--- config.mk ---
export PLATFORM = sky130hd
export DESIGN_NAME = gated_alu_pipe
export DESIGN_NICKNAME = d
export VERILOG_FILES = /design/src/rtl/gated_alu_pipe.sv
export SDC_FILE = /design/constraint.sdc
export NUM_CORES = 1
export LEC_CHECK = 0
export ABC_CLOCK_PERIOD_IN_PS = 4920
export CORE_ASPECT_RATIO = 0.8
export CORE_UTILIZATION = 25
export CTS_BUF_LIST = sky130_fd_sc_hd__clkbuf_8
export DETAILED_ROUTE_END_ITERATION = 8
export PLACE_DENSITY = 0.54
export SLEW_MARGIN = 20
export SYNTH_ARGS = -nofsm -noshare
export SYNTH_HDL_FRONTEND = slang
export SYNTH_SLANG_ARGS = --single-unit
export TNS_END_PERCENT = 50
--- constraint.sdc ---
create_clock -name clk -period 4.92 [get_ports clk]
set_clock_uncertainty 0.05 [all_clocks]
set_input_delay 0.984 -clock clk [delete_from_list [all_inputs] [get_ports clk]]
set_output_delay 0.984 -clock clk [all_outputs]
set_load 0.1 [all_outputs]
--- src/rtl/gated_alu_pipe.sv ---
`timescale 1ns/1ps
// Two-stage valid/ready ALU whose pipeline registers run on a latch-based clock
// gate that closes after IDLE_CYCLES quiet cycles. GATE_STATS_EN adds a gated-cycle counter.
module gated_alu_pipe #(
  parameter int WIDTH       = 8,
  parameter int IDLE_CYCLES = 4,
  parameter int CNT_W       = 16
) (
  input  logic             clk,
  input  logic             reset_n,
  input  logic             in_valid,
  output logic             in_ready,
  input  logic [WIDTH-1:0] a,
  input  logic [WIDTH-1:0] b,
  input  logic [2:0]       op,
  output logic             out_valid,
  input  logic             out_ready,
  output logic [WIDTH-1:0] result,
  output logic             flag_zero,
  output logic             flag_carry,
  output logic             flag_ovf,
  output logic             flag_neg,
  output logic             clk_gated,
  output logic [CNT_W-1:0] gated_cycles
);

  localparam int MSB    = WIDTH - 1;
  localparam int IDLE_W = $clog2(IDLE_CYCLES + 1);

  localparam logic [2:0] OP_ADD = 3'b000;
  localparam logic [2:0] OP_SUB = 3'b001;
  localparam logic [2:0] OP_AND = 3'b010;
  localparam logic [2:0] OP_OR  = 3'b011;
  localparam logic [2:0] OP_XOR = 3'b100;
  localparam logic [2:0] OP_SHL = 3'b101;
  localparam logic [2:0] OP_SHR = 3'b110;

  logic              s1_valid;
  logic              s2_valid;
  logic [WIDTH-1:0]  s1_a;
  logic [WIDTH-1:0]  s1_b;
  logic [2:0]        s1_op;
  logic              s1_adv;
  logic [IDLE_W-1:0] idle_cnt;
  logic              gate_en;
  logic              gate_q;
  logic              gclk;

  logic [WIDTH:0]    sum;
  logic [WIDTH:0]    diff;
  logic [WIDTH-1:0]  alu_res;
  logic              alu_carry;
  logic              alu_ovf;

  // ---------------------------------------------------------------------------
  // Clock gate
  // ---------------------------------------------------------------------------
  assign gate_en   = in_valid | s1_valid | s2_valid | (idle_cnt != '0);
  assign clk_gated = !gate_en;

  // Enable is captured while clk is low so gclk can only change on clk's rising edge.
  always_latch begin
    if (!clk) gate_q <= gate_en;
  end

  assign gclk = clk & gate_q;

  always_ff @(posedge clk or negedge reset_n) begin
    if (!reset_n) begin
      idle_cnt <= '0;
    end else if (in_valid || s1_valid || s2_valid) begin
      idle_cnt <= IDLE_W'(IDLE_CYCLES);
    end else if (idle_cnt != '0) begin
      idle_cnt <= idle_cnt - 1'b1;
    end
  end

  // ---------------------------------------------------------------------------
  // Handshake and stage valids (gated clock)
  // ---------------------------------------------------------------------------
  assign s1_adv    = !s2_valid | out_ready;
  assign in_ready  = !s1_valid | s1_adv;
  assign out_valid = s2_valid;

  always_ff @(posedge gclk or negedge reset_n) begin
    if (!reset_n) begin
      s1_valid <= 1'b0;
      s2_valid <= 1'b0;
    end else begin
      if (in_ready) s1_valid <= in_valid;
      if (s1_adv)   s2_valid <= s1_valid;
    end
  end

  // NOTE: operand registers carry no reset; s1_valid alone decides whether they mean anything.
  always_ff @(posedge gclk) begin
    if (in_valid && in_ready) begin
      s1_a  <= a;
      s1_b  <= b;
      s1_op <= op;
    end
  end

  // ---------------------------------------------------------------------------
  // ALU
  // ---------------------------------------------------------------------------
  assign sum  = {1'b0, s1_a} + {1'b0, s1_b};
  assign diff = {1'b0, s1_a} - {1'b0, s1_b};

  // NOTE: every output gets a default first so no path through the case infers a latch.
  always_comb begin
    alu_res   = s1_a;
    alu_carry = 1'b0;
    alu_ovf   = 1'b0;
    case (s1_op)
      OP_ADD: begin
        alu_res   = sum[MSB:0];
        alu_carry = sum[WIDTH];
        alu_ovf   = (s1_a[MSB] == s1_b[MSB]) && (sum[MSB] != s1_a[MSB]);
      end
      OP_SUB: begin
        alu_res   = diff[MSB:0];
        alu_carry = !diff[WIDTH];
        alu_ovf   = (s1_a[MSB] != s1_b[MSB]) && (diff[MSB] != s1_a[MSB]);
      end
      OP_AND: alu_res = s1_a & s1_b;
      OP_OR:  alu_res = s1_a | s1_b;
      OP_XOR: alu_res = s1_a ^ s1_b;
      OP_SHL: begin
        alu_res   = {s1_a[MSB-1:0], 1'b0};
        alu_carry = s1_a[MSB];
      end
      OP_SHR: begin
        alu_res   = {1'b0, s1_a[MSB:1]};
        alu_carry = s1_a[0];
      end
      default: alu_res = s1_a;
    endcase
  end

  // NOTE: sequential state uses non-blocking assignments so every flop samples pre-edge values.
  always_ff @(posedge gclk or negedge reset_n) begin
    if (!reset_n) begin
      result     <= '0;
      flag_zero  <= 1'b0;
      flag_carry <= 1'b0;
      flag_ovf   <= 1'b0;
      flag_neg   <= 1'b0;
    end else if (s1_adv && s1_valid) begin
      result     <= alu_res;
      flag_zero  <= (alu_res == '0);
      flag_carry <= alu_carry;
      flag_ovf   <= alu_ovf;
      flag_neg   <= alu_res[MSB];
    end
  end

  // ---------------------------------------------------------------------------
  // Gated-cycle statistics (free clock)
  // ---------------------------------------------------------------------------
`ifdef GATE_STATS_EN
  always_ff @(posedge clk or negedge reset_n) begin
    if (!reset_n) begin
      gated_cycles <= '0;
    end else if (clk_gated && (gated_cycles != '1)) begin
      gated_cycles <= gated_cycles + 1'b1;
    end
  end
`else
  assign gated_cycles = '0;
`endif

endmodule

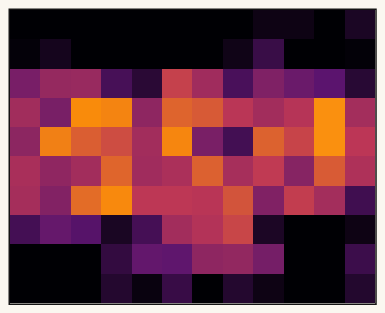
Fig. 1. Cell area per tile.
Drawn at 3 px/µm. 12 x 10 tiles, from black (low) to pale yellow (high), 0 to 100% covered.
1.7% of the tiles are over 75% full. 26% of the tiles are nearly empty. The emptiest ninth of the die: south-east. The fullest tile reaches 76%. The mean over all tiles is 28%.

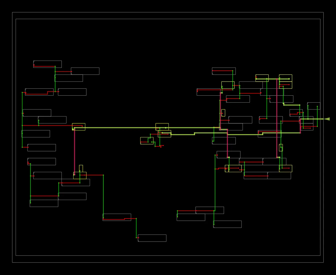
Fig. 2. Clock wiring as the flow saved it.
clock group total power: 401 µW
clk latency late pin: 0.65 ns
final-layout clock buffer total: 14
number of sequential storage elements: 36

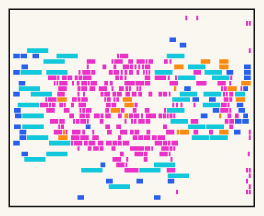
Fig. 3. Placed cells, one color a class.
Drawn at 2 px/µm.
Key: blue = remaining buffers and delay cells [cells 39]; cyan = flip-flops and latches [cells 36]; orange = clock drivers and dummy loads [cells 19]; magenta = combinational and other logic [cells 249]

==> run notes <==
• **number of antenna violations at the first check in global routing** 0
• **worst setup slack after layout** 0.996 ns
• **final total negative setup slack** 0 ns
• **# hold bufs at CTS** 0
• **Core Density at Floorplan** 0.260
• **maximum vdd drop** 0.000127 V
• **quantity of gates resized following cts** 0
• **worst r2r src** s1_valid
• **vias in the first global route** 2,255
• **top library cells by usage in the layout, fill and taps aside** 35 x sky130_fd_sc_hd__clkdlybuf4s50_1, 30 x sky130_fd_sc_hd__inv_1, 26 x sky130_fd_sc_hd__ha_1
• **vertical die dimension** 97.8 µm
• **Worst-path clk slew** 0.06 ns
• **count of antenna diodes in the layout** 0
• **horizontal extent of the die** 122 µm
• **area share of and/or/nand/nor cells after synthesis** 0.172
• **residual antenna-violating net count after detailed routing** 0
• **proportion of register bits with asynchronous set or reset after synthesis** 0.444
• **Crit. End Element** latch
• **startpoint type of the worst setup path** input port
• **chip footprint** 0.0119 mm²
• **Slew HR** 0.334
• **port bufs** 37
• **number of unique standard cell types used by synthesis** 69
• **power density relative to cell area** 360 mW/mm²
• **launch point of the critical path** in_valid
• **cell with the most instances after synthesis** sky130_fd_sc_hd__inv_1
• **Synth Instances** 303
• **outcome** finished clean
• **unrepaired setup endpoints after global routing** false
• **worst reg-to-reg setup slack** 1.29 ns
• **flops out of synthesis** 36
• **overflow left after global routing** 0
• **type of the tightest min-delay check** reg2reg
• **worst hold slack** 0.429 ns
• **critical setup path kind** in2latch
• **Worst Path Arrival** 2.14 ns
• **Post-Synth Adder-Cell Area** 0.127
• **hold violation count in the final report** 0
• **row cnt** 34
• **Yosys chip area** 0.00287 mm²
• **placeable core region** 0.0110 mm²
• **multiplexer area fraction after synthesis** 0.0314
• **vias per cell** 4.73
• **worst endpoint required time** 3.14 ns
• **part of the Yosys area used for sequential elements** 0.338
• **# nets final** 392
• **Setup Slack @ Placement** 0.273 ns
• **number of post-CTS setup repair buffers** 0
• **most common logic cell in the routed design** sky130_fd_sc_hd__clkdlybuf4s50_1
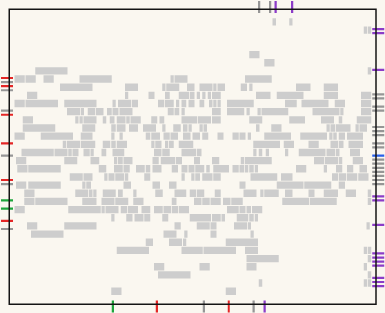
Fig. 4. I/O pins on the die edge.
Drawn at 3 px/µm. Pins as bars across the die edge, other pins in gray.
Key: purple = gated_cycles [pins 16, direction output, edge 13 east, 2 north, 1 south]; blue = reset_n [pins 1, direction input, edge east]; red = b [pins 8, direction input, edge 6 west, 2 south]; green = op [pins 3, direction input, edge 2 west, 1 south]

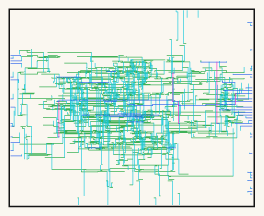
Fig. 5. Routed metal, one color a layer.
Drawn at 2 px/µm.
Key: blue = metal 3 [wire length 438 µm]; cyan = metal 2 [wire length 2,750 µm]; green = metal 1 [wire length 3,570 µm]; magenta = metal 4 [wire length 78.9 µm]

==> layout make-up <==
type                    instances  area, µm²  share of cell area
clock buffers                  14        193              0.0553
flip-flops and latches         36        986               0.283
well taps                     144        180              0.0517
inverters                      29        109              0.0312
repair buffers                 39        380               0.109
clock inverters                 4       15.0             0.00431
multi-input cells             221       1620               0.465
==> power breakdown <==
group          internal [µW]  total [µW]  switching [µW]
Combinational            130         477             347
Sequential               349         376            27.3
Clock                    255         401             146
==> worst min path at each step <==
stage,endpoint,slack (ns),cells after the start
global route,result[2],0.47,2
detailed placement,clock gate,0.18,0
floorplan,clock gate,0.18,0
CTS,result[2],0.43,2
finish,result[2],0.43,2
global placement,clock gate,0.18,0
==> through the flow <==
step	area [µm²]	total power, µW	std cells
5_1_grt	3480	1320	487
6_report	3480	1250	487
2_1_floorplan	2930	805	318
3_3_place_gp	3280	899	469
4_1_cts	3480	1270	487
3_5_place_dp	3280	902	469
==> cell families after synthesis <==
family / count (synthesis)
AND-OR/OR-AND: 73
flip-flops: 35
adder cells (fa/ha/maj): 28
AND/OR/NAND/NOR: 91
other: 1
XOR/XNOR: 5
buffers and inverters: 61
latches: 1
multiplexers: 8
==> worst max-delay path, stage by stage <==
cell                              delay (ns)
sky130_fd_sc_hd__clkdlybuf4s50_1        0.43
sky130_fd_sc_hd__or3_1                  0.41
sky130_fd_sc_hd__or2_2                  0.32
==> sequential cells by signal (all words and copies together), names as in the netlist <==
name        cells
flag_carry      1
flag_ovf        1
flag_zero       1
gate_q          1
idle_cnt        3
out_valid       1
result          8
s1_a            8
s1_b            8
s1_op           3
s1_valid        1
==> metal layers <==
metal	GRT usage	share of wire	vias up
met4	0.0408	0.011	0
li1	-	-	1130
met2	0.163	0.40	80
met3	0.0327	0.064	10
met1	0.189	0.52	1082
met5	0	0	-
No activity file was given, so power comes from the tool's default toggle rates.
